<file path="src/rtl/dec_gpr_ctx_ctl.sv">
// ---------------------------------------------------------------------------
// dec_gpr_ctx_ctl
//
// Purpose:
//   Context-switch controller for a banked GPR file. On request it selects a
//   target bank, then either streams x1..x31 of that bank out (save) or
//   streams 31 words in and writes them to x1..x31 (restore). Afterwards it
//   re-selects the bank that was active when the request was accepted, and
//   pulses done (with aborted set if the transfer was cut short).
//
// Ports:
//   clk, rst                 clock, asynchronous active-high reset
//   save_req_i               start a save of req_bank_i (sampled in IDLE only)
//   restore_req_i            start a restore into req_bank_i (IDLE only)
//   req_bank_i, cur_bank_i   target / currently active bank, latched on accept
//   abort_i                  terminate an active SAVE or RESTORE
//   busy_o                   high in every state except IDLE
//   done_o, aborted_o        one-cycle completion pulse and its abort flag
//   gpr_wen_bank_id_o        bank-select register write enable
//   gpr_wr_bank_id_o         bank-select register write value
//   gpr_rden_o, gpr_raddr_o  register-file read port (gpr_rd_i comb. return)
//   gpr_wen_o, gpr_waddr_o,
//   gpr_wd_o                 register-file write port (written next edge)
//   so_valid_o/so_ready_i/
//   so_data_o/so_idx_o       save stream out
//   si_valid_i/si_ready_o/
//   si_data_i                restore stream in
// ---------------------------------------------------------------------------
module dec_gpr_ctx_ctl #(
  parameter int XLEN           = 64,
  parameter int GPR_BANKS_LOG2 = 1
) (
  input  logic                      clk,
  input  logic                      rst,
  input  logic                      save_req_i,
  input  logic                      restore_req_i,
  input  logic [GPR_BANKS_LOG2-1:0] req_bank_i,
  input  logic [GPR_BANKS_LOG2-1:0] cur_bank_i,
  input  logic                      abort_i,
  output logic                      busy_o,
  output logic                      done_o,
  output logic                      aborted_o,
  output logic                      gpr_wen_bank_id_o,
  output logic [GPR_BANKS_LOG2-1:0] gpr_wr_bank_id_o,
  output logic                      gpr_rden_o,
  output logic [4:0]                gpr_raddr_o,
  input  logic [XLEN-1:0]           gpr_rd_i,
  output logic                      gpr_wen_o,
  output logic [4:0]                gpr_waddr_o,
  output logic [XLEN-1:0]           gpr_wd_o,
  output logic                      so_valid_o,
  input  logic                      so_ready_i,
  output logic [XLEN-1:0]           so_data_o,
  output logic [4:0]                so_idx_o,
  input  logic                      si_valid_i,
  output logic                      si_ready_o,
  input  logic [XLEN-1:0]           si_data_i
);

  typedef enum logic [2:0] {
    IDLE      = 3'd0,
    SELBANK   = 3'd1,
    SETTLE    = 3'd2,
    SAVE      = 3'd3,
    RESTORE   = 3'd4,
    RETBANK   = 3'd5,
    RETSETTLE = 3'd6,
    DONE      = 3'd7
  } state_t;

  localparam logic [4:0] IDX_FIRST = 5'd1;
  localparam logic [4:0] IDX_LAST  = 5'd31;

  state_t                    state_q, state_d;
  logic [4:0]                idx_q, idx_d;
  logic                      flag_q, flag_d;
  logic                      save_mode_q, save_mode_d;
  logic [GPR_BANKS_LOG2-1:0] req_bank_q, req_bank_d;
  logic [GPR_BANKS_LOG2-1:0] cur_bank_q, cur_bank_d;

  // Output registers decoded from the next state, so every state-only output
  // comes straight from a flop.
  logic                      busy_q;
  logic                      done_q;
  logic                      aborted_q;
  logic                      bsel_wen_q;
  logic [GPR_BANKS_LOG2-1:0] bsel_id_q;
  logic                      save_act_q;
  logic                      rest_act_q;

  logic save_hs;
  logic rest_hs;

  // so_valid is high throughout SAVE and si_ready throughout RESTORE, so a
  // handshake only needs the partner's signal.
  assign save_hs = save_act_q & so_ready_i;
  assign rest_hs = rest_act_q & si_valid_i;

  always_comb begin
    state_d     = state_q;
    idx_d       = idx_q;
    flag_d      = flag_q;
    save_mode_d = save_mode_q;
    req_bank_d  = req_bank_q;
    cur_bank_d  = cur_bank_q;
    unique case (state_q)
      IDLE: begin
        if (save_req_i || restore_req_i) begin
          state_d     = SELBANK;
          save_mode_d = save_req_i;   // save wins when both are requested
          req_bank_d  = req_bank_i;
          cur_bank_d  = cur_bank_i;
          flag_d      = 1'b0;
        end
      end
      SELBANK: state_d = SETTLE;
      SETTLE: begin
        // One bubble so the freshly written bank id is in effect before the
        // first register-file access.
        idx_d   = IDX_FIRST;
        state_d = save_mode_q ? SAVE : RESTORE;
      end
      SAVE: begin
        // idx stops at 31 instead of wrapping: x0 is never touched.
        if (save_hs && (idx_q != IDX_LAST)) idx_d = idx_q + 5'd1;
        if (abort_i) begin
          flag_d  = 1'b1;
          state_d = RETBANK;
        end else if (save_hs && (idx_q == IDX_LAST)) begin
          state_d = RETBANK;
        end
      end
      RESTORE: begin
        // A beat that coincides with abort is still written (gpr_wen is
        // combinational on the handshake).
        if (rest_hs && (idx_q != IDX_LAST)) idx_d = idx_q + 5'd1;
        if (abort_i) begin
          flag_d  = 1'b1;
          state_d = RETBANK;
        end else if (rest_hs && (idx_q == IDX_LAST)) begin
          state_d = RETBANK;
        end
      end
      RETBANK:   state_d = RETSETTLE;
      RETSETTLE: state_d = DONE;
      DONE:      state_d = IDLE;
      default:   state_d = IDLE;
    endcase
  end

  always_ff @(posedge clk or posedge rst) begin
    if (rst) begin
      state_q     <= IDLE;
      idx_q       <= IDX_FIRST;
      flag_q      <= 1'b0;
      save_mode_q <= 1'b0;
      req_bank_q  <= '0;
      cur_bank_q  <= '0;
      busy_q      <= 1'b0;
      done_q      <= 1'b0;
      aborted_q   <= 1'b0;
      bsel_wen_q  <= 1'b0;
      bsel_id_q   <= '0;
      save_act_q  <= 1'b0;
      rest_act_q  <= 1'b0;
    end else begin
      state_q     <= state_d;
      idx_q       <= idx_d;
      flag_q      <= flag_d;
      save_mode_q <= save_mode_d;
      req_bank_q  <= req_bank_d;
      cur_bank_q  <= cur_bank_d;
      busy_q      <= (state_d != IDLE);
      done_q      <= (state_d == DONE);
      aborted_q   <= (state_d == DONE) && flag_d;
      bsel_wen_q  <= (state_d == SELBANK) || (state_d == RETBANK);
      if (state_d == SELBANK)      bsel_id_q <= req_bank_d;
      else if (state_d == RETBANK) bsel_id_q <= cur_bank_d;
      else                         bsel_id_q <= '0;
      save_act_q  <= (state_d == SAVE);
      rest_act_q  <= (state_d == RESTORE);
    end
  end

  assign busy_o            = busy_q;
  assign done_o            = done_q;
  assign aborted_o         = aborted_q;
  assign gpr_wen_bank_id_o = bsel_wen_q;
  assign gpr_wr_bank_id_o  = bsel_id_q;

  // Save side: read data flows through combinationally; idx only moves on a
  // handshake, so data and index hold steady under backpressure.
  assign gpr_rden_o  = save_act_q;
  assign so_valid_o  = save_act_q;
  assign gpr_raddr_o = save_act_q ? idx_q : 5'd0;
  assign so_idx_o    = save_act_q ? idx_q : 5'd0;
  assign so_data_o   = save_act_q ? gpr_rd_i : '0;

  // Restore side: each accepted beat is written in the same cycle.
  assign si_ready_o  = rest_act_q;
  assign gpr_wen_o   = rest_hs;
  assign gpr_waddr_o = rest_hs ? idx_q : 5'd0;
  assign gpr_wd_o    = rest_hs ? si_data_i : '0;

endmodule
</file>
<file path="config.mk">
export PLATFORM = sky130hd
export DESIGN_NAME = dec_gpr_ctx_ctl
export DESIGN_NICKNAME = d
export VERILOG_FILES = /design/src/rtl/dec_gpr_ctx_ctl.sv
export SDC_FILE = /design/constraint.sdc
export NUM_CORES = 1
export LEC_CHECK = 0
export CORE_AREA = 2 2 112 114
export DETAILED_ROUTE_END_ITERATION = 7
export DIE_AREA = 0 0 114 116
export GPL_TIMING_DRIVEN = 0
export MAX_ROUTING_LAYER = met4
export PLACE_DENSITY = 0.71
export SLEW_MARGIN = 10
export SYNTH_ARGS = -nofsm -noshare
export SYNTH_HDL_FRONTEND = slang
export SYNTH_SLANG_ARGS = --single-unit
</file>
<file path="constraint.sdc">
create_clock -name clk -period 2.3 [get_ports clk]
set_input_delay 0.46 -clock clk [delete_from_list [all_inputs] [get_ports clk]]
set_output_delay 0.46 -clock clk [all_outputs]
set_load 0.05 [all_outputs]
</file>
Figure 1. Met1 routing (run 1).
Supply wires on this layer in gray.
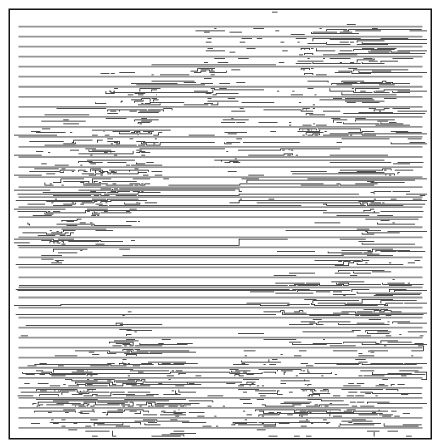
- share of all routed wire: 45%
- nets with wire on the layer: 619
- wire length on this layer: 6150 um
- main direction: horizontal
- longest straight run: 88.8 um

Figure 2. The metal 2 layer (run 1).
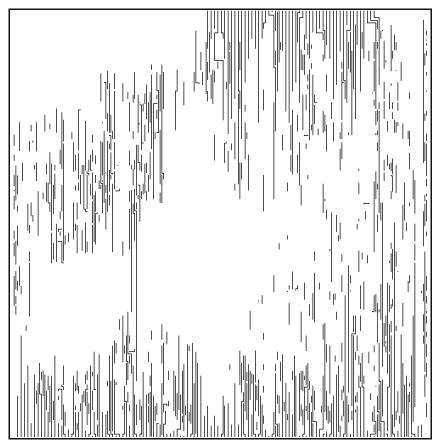
- longest straight run: 55.2 um
- nets with wire on the layer: 599

Figure 3. Signal wires on met3 (run 1).
The bar under the picture is 20 um long.
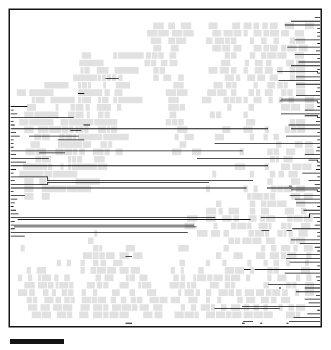
- main direction: horizontal
- wire length on this layer: 1680 um
- longest straight run: 94.1 um
- nets with wire on the layer: 130
- share of all routed wire: 12%

==> run notes, run 1 <==
flow finished, numbers: unrepaired setup endpoints after global routing=false, crit path from=si_valid_i, Seq pwr share=15.7%, critical path arrival=between 1.5 and 2 ns, comb area leader=simple AND/OR/NAND/NOR gates, area fraction in compound gates=8.44%, clk buf depth=2, post-DR vias/cell=between 4 and 5, DR top layer=met4, CTS tree=yes, Die H=116 um, GRT Overall Usage=20.1%, Port Buffer Count=288, status=finished, final reports clean, Fill cells=1257, fraction of area in multi-input gates=27.6%, CP endpoint=gpr_wd_o[35], Antenna Cells=0, clk pwr=356 uW, startpoint types=input pin, Clk pwr share=9.0%, post-route minimum period=~2.2 ns, Logic power comb=2980 uW
==> run 2: changes to the inputs <==
--- a/config.mk
+++ b/config.mk
@@ -5,12 +5,12 @@
 export SDC_FILE = /design/constraint.sdc
 export NUM_CORES = 1
 export LEC_CHECK = 0
-export CORE_AREA = 2 2 112 114
+export CORE_AREA = 2 2 113 115
 export DETAILED_ROUTE_END_ITERATION = 7
-export DIE_AREA = 0 0 114 116
+export DIE_AREA = 0 0 115 117
 export GPL_TIMING_DRIVEN = 0
 export MAX_ROUTING_LAYER = met4
-export PLACE_DENSITY = 0.71
+export PLACE_DENSITY = 0.72
 export SLEW_MARGIN = 10
 export SYNTH_ARGS = -nofsm -noshare
 export SYNTH_HDL_FRONTEND = slang
==> constraint.sdc (replaced) <==
create_clock -name clk -period 1.9 [get_ports clk]
set_input_delay 0.38 -clock clk [delete_from_list [all_inputs] [get_ports clk]]
set_output_delay 0.38 -clock clk [all_outputs]
set_load 0.05 [all_outputs]
==> run notes, run 2 <==
flow finished, numbers: post-DR vias/cell=4.30 (-0.45%), Slew HR=50.7%, Final period util=103%, syn avg cell area=7.70 sq um, clk buf depth=2 (unchanged), CP max FO=4, Die H=117 um (+0.86%), failing checks=negative setup slack, fraction of area in multi-input gates=28.4% (+0.83 points), Final setup viols=3, n_taps=~150, status=finished, violations left, critical path arrival=2.10 ns (+0.32 ns), Seq pwr share=14.4% (-1.3 points), Synth top area share=22.8%, largest net degree at the start of global routing=20, Adder Area Share=roughly 1.3%, Clk pwr share=8.4% (-0.6 points), Port Buffer Count=288 (unchanged), GRT Overall Usage=20.4% (+0.30 points), Buf/Inv on CP=0, CP endpoint=gpr_wr_bank_id_o, worst-margin pin slew=roughly 0.74 ns, CTS tree=yes, Non-clk bufs=330, unrepaired setup endpoints after global routing=true, DR top layer=met4, crit-path cells=ha_4, and3_4, ha_4, a311oi_2, o21a_1, or2_4, o2111a_1, initial antenna violation count=0, area fraction in compound gates=8.44% (unchanged), Syn Inst Count=256, comb area leader=simple AND/OR/NAND/NOR gates, Logic power comb=3900 uW (+31%), crit path from=idx_q[0], register clock-pin slew on the reported worst setup and hold paths=0.05 ns, routed length on met3=1910 um, Clock-cell share=1.60%, clk sinks=19, Final WS setup=-0.0636 ns, startpoint types=flop, post-route minimum period=1.96 ns, RD Place Congestion=about 0.89, Fill cells=1308 (+4.1%), Biggest Area Class=buffers, PostCTS Resize Cnt=604, Antenna Cells=0 (unchanged), Slowest Stage Delay on Critical Path=about 0.55 ns, clk pwr=427 uW (+20%), multi-input gates=201
Figure 4. Met1 routing (run 2).
Supply wires on this layer in gray.
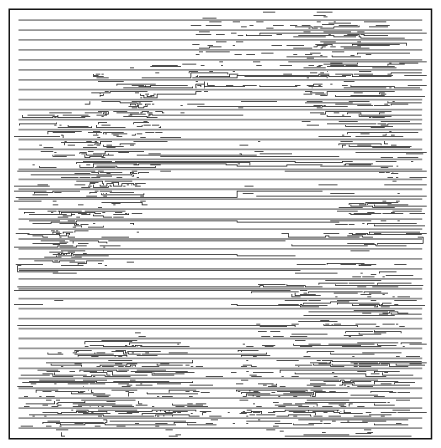
- wire length on this layer: 6090 um
- nets with wire on the layer: 610
- share of all routed wire: 43%
- longest straight run: 76.8 um
- main direction: horizontal

Figure 5. Clock wiring as the flow saved it (run 2).
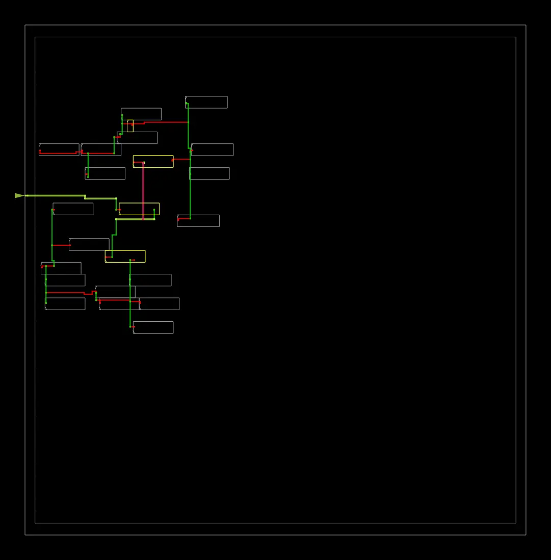
Clock Buffer Count: 4
Worst Skew: 0.00366 ns
FFs & Latches: 19
clk latency late pin: 0.25 ns

Figure 6. Signal wires on met3 (run 2).
The bar under the picture is 20 um long.
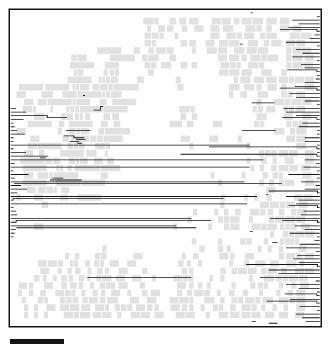

==> run 3: changes to the inputs <==
--- a/config.mk
+++ b/config.mk
@@ -5,12 +5,12 @@
 export SDC_FILE = /design/constraint.sdc
 export NUM_CORES = 1
 export LEC_CHECK = 0
-export CORE_AREA = 2 2 113 115
+export CORE_AREA = 8 8 107 109
 export DETAILED_ROUTE_END_ITERATION = 7
 export DIE_AREA = 0 0 115 117
 export GPL_TIMING_DRIVEN = 0
 export MAX_ROUTING_LAYER = met4
-export PLACE_DENSITY = 0.72
+export PLACE_DENSITY = 0.85
 export SLEW_MARGIN = 10
 export SYNTH_ARGS = -nofsm -noshare
 export SYNTH_HDL_FRONTEND = slang
Figure 7. Signal wires on met3 (run 3).
The bar under the picture is 20 um long.
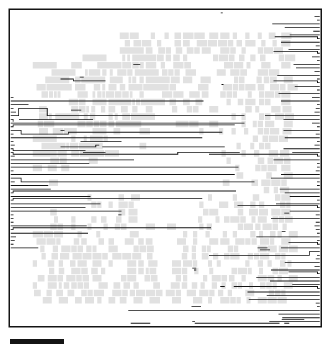
- wire length on this layer: 2530 um
- longest straight run: 86.3 um
- share of all routed wire: 16%
- main direction: horizontal
- nets with wire on the layer: 138

Figure 8. Clock wiring as the flow saved it (run 3).
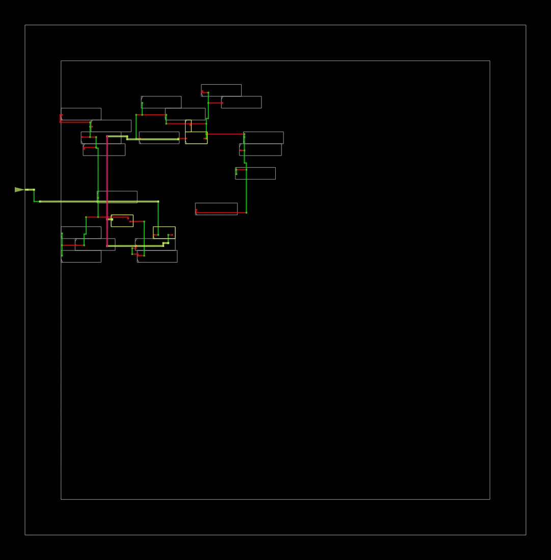
clk latency late pin: 0.26 ns
clk sinks: 19
clk pwr: 289 uW
total CTS buffers: 3

==> run notes, run 3 <==
flow finished, numbers: status=finished, violations left, failing checks=negative setup slack, crit-path cells=ha_4, and3_4, ha_4, a311oi_2, o21a_1, or2_4, o2111a_1, Fill cells=1024 (-22%), CP endpoint=gpr_wr_bank_id_o, register clock-pin slew on the reported worst setup and hold paths=0.07 ns (+0.02 ns), Worst Skew=0.00469 ns (+0.00104 ns), RD Place Congestion=0.931 (+4.3%), Slowest Stage Delay on Critical Path=0.56 ns (about the same), Final setup viols=3 (unchanged), clk buf depth=2 (unchanged), comb area leader=simple AND/OR/NAND/NOR gates, post-route minimum period=1.94 ns (-0.0238 ns), largest net degree at the start of global routing=20 (unchanged), Adder Area Share=1.27% (unchanged), initial antenna violation count=2 (+2), Non-clk bufs=329 (-0.30%), Clock-cell share=0.945% (-0.65 points), Antenna Cells=2 (+2), worst-margin pin slew=0.718 ns (-0.0204 ns), FFs & Latches=19 (unchanged), n_taps=136 (-9.3%), Final WS setup=-0.0398 ns (+0.0238 ns), DR top layer=met4, Clock Buffer Count=4 (unchanged)
Power is estimated from default activity; no workload was simulated.
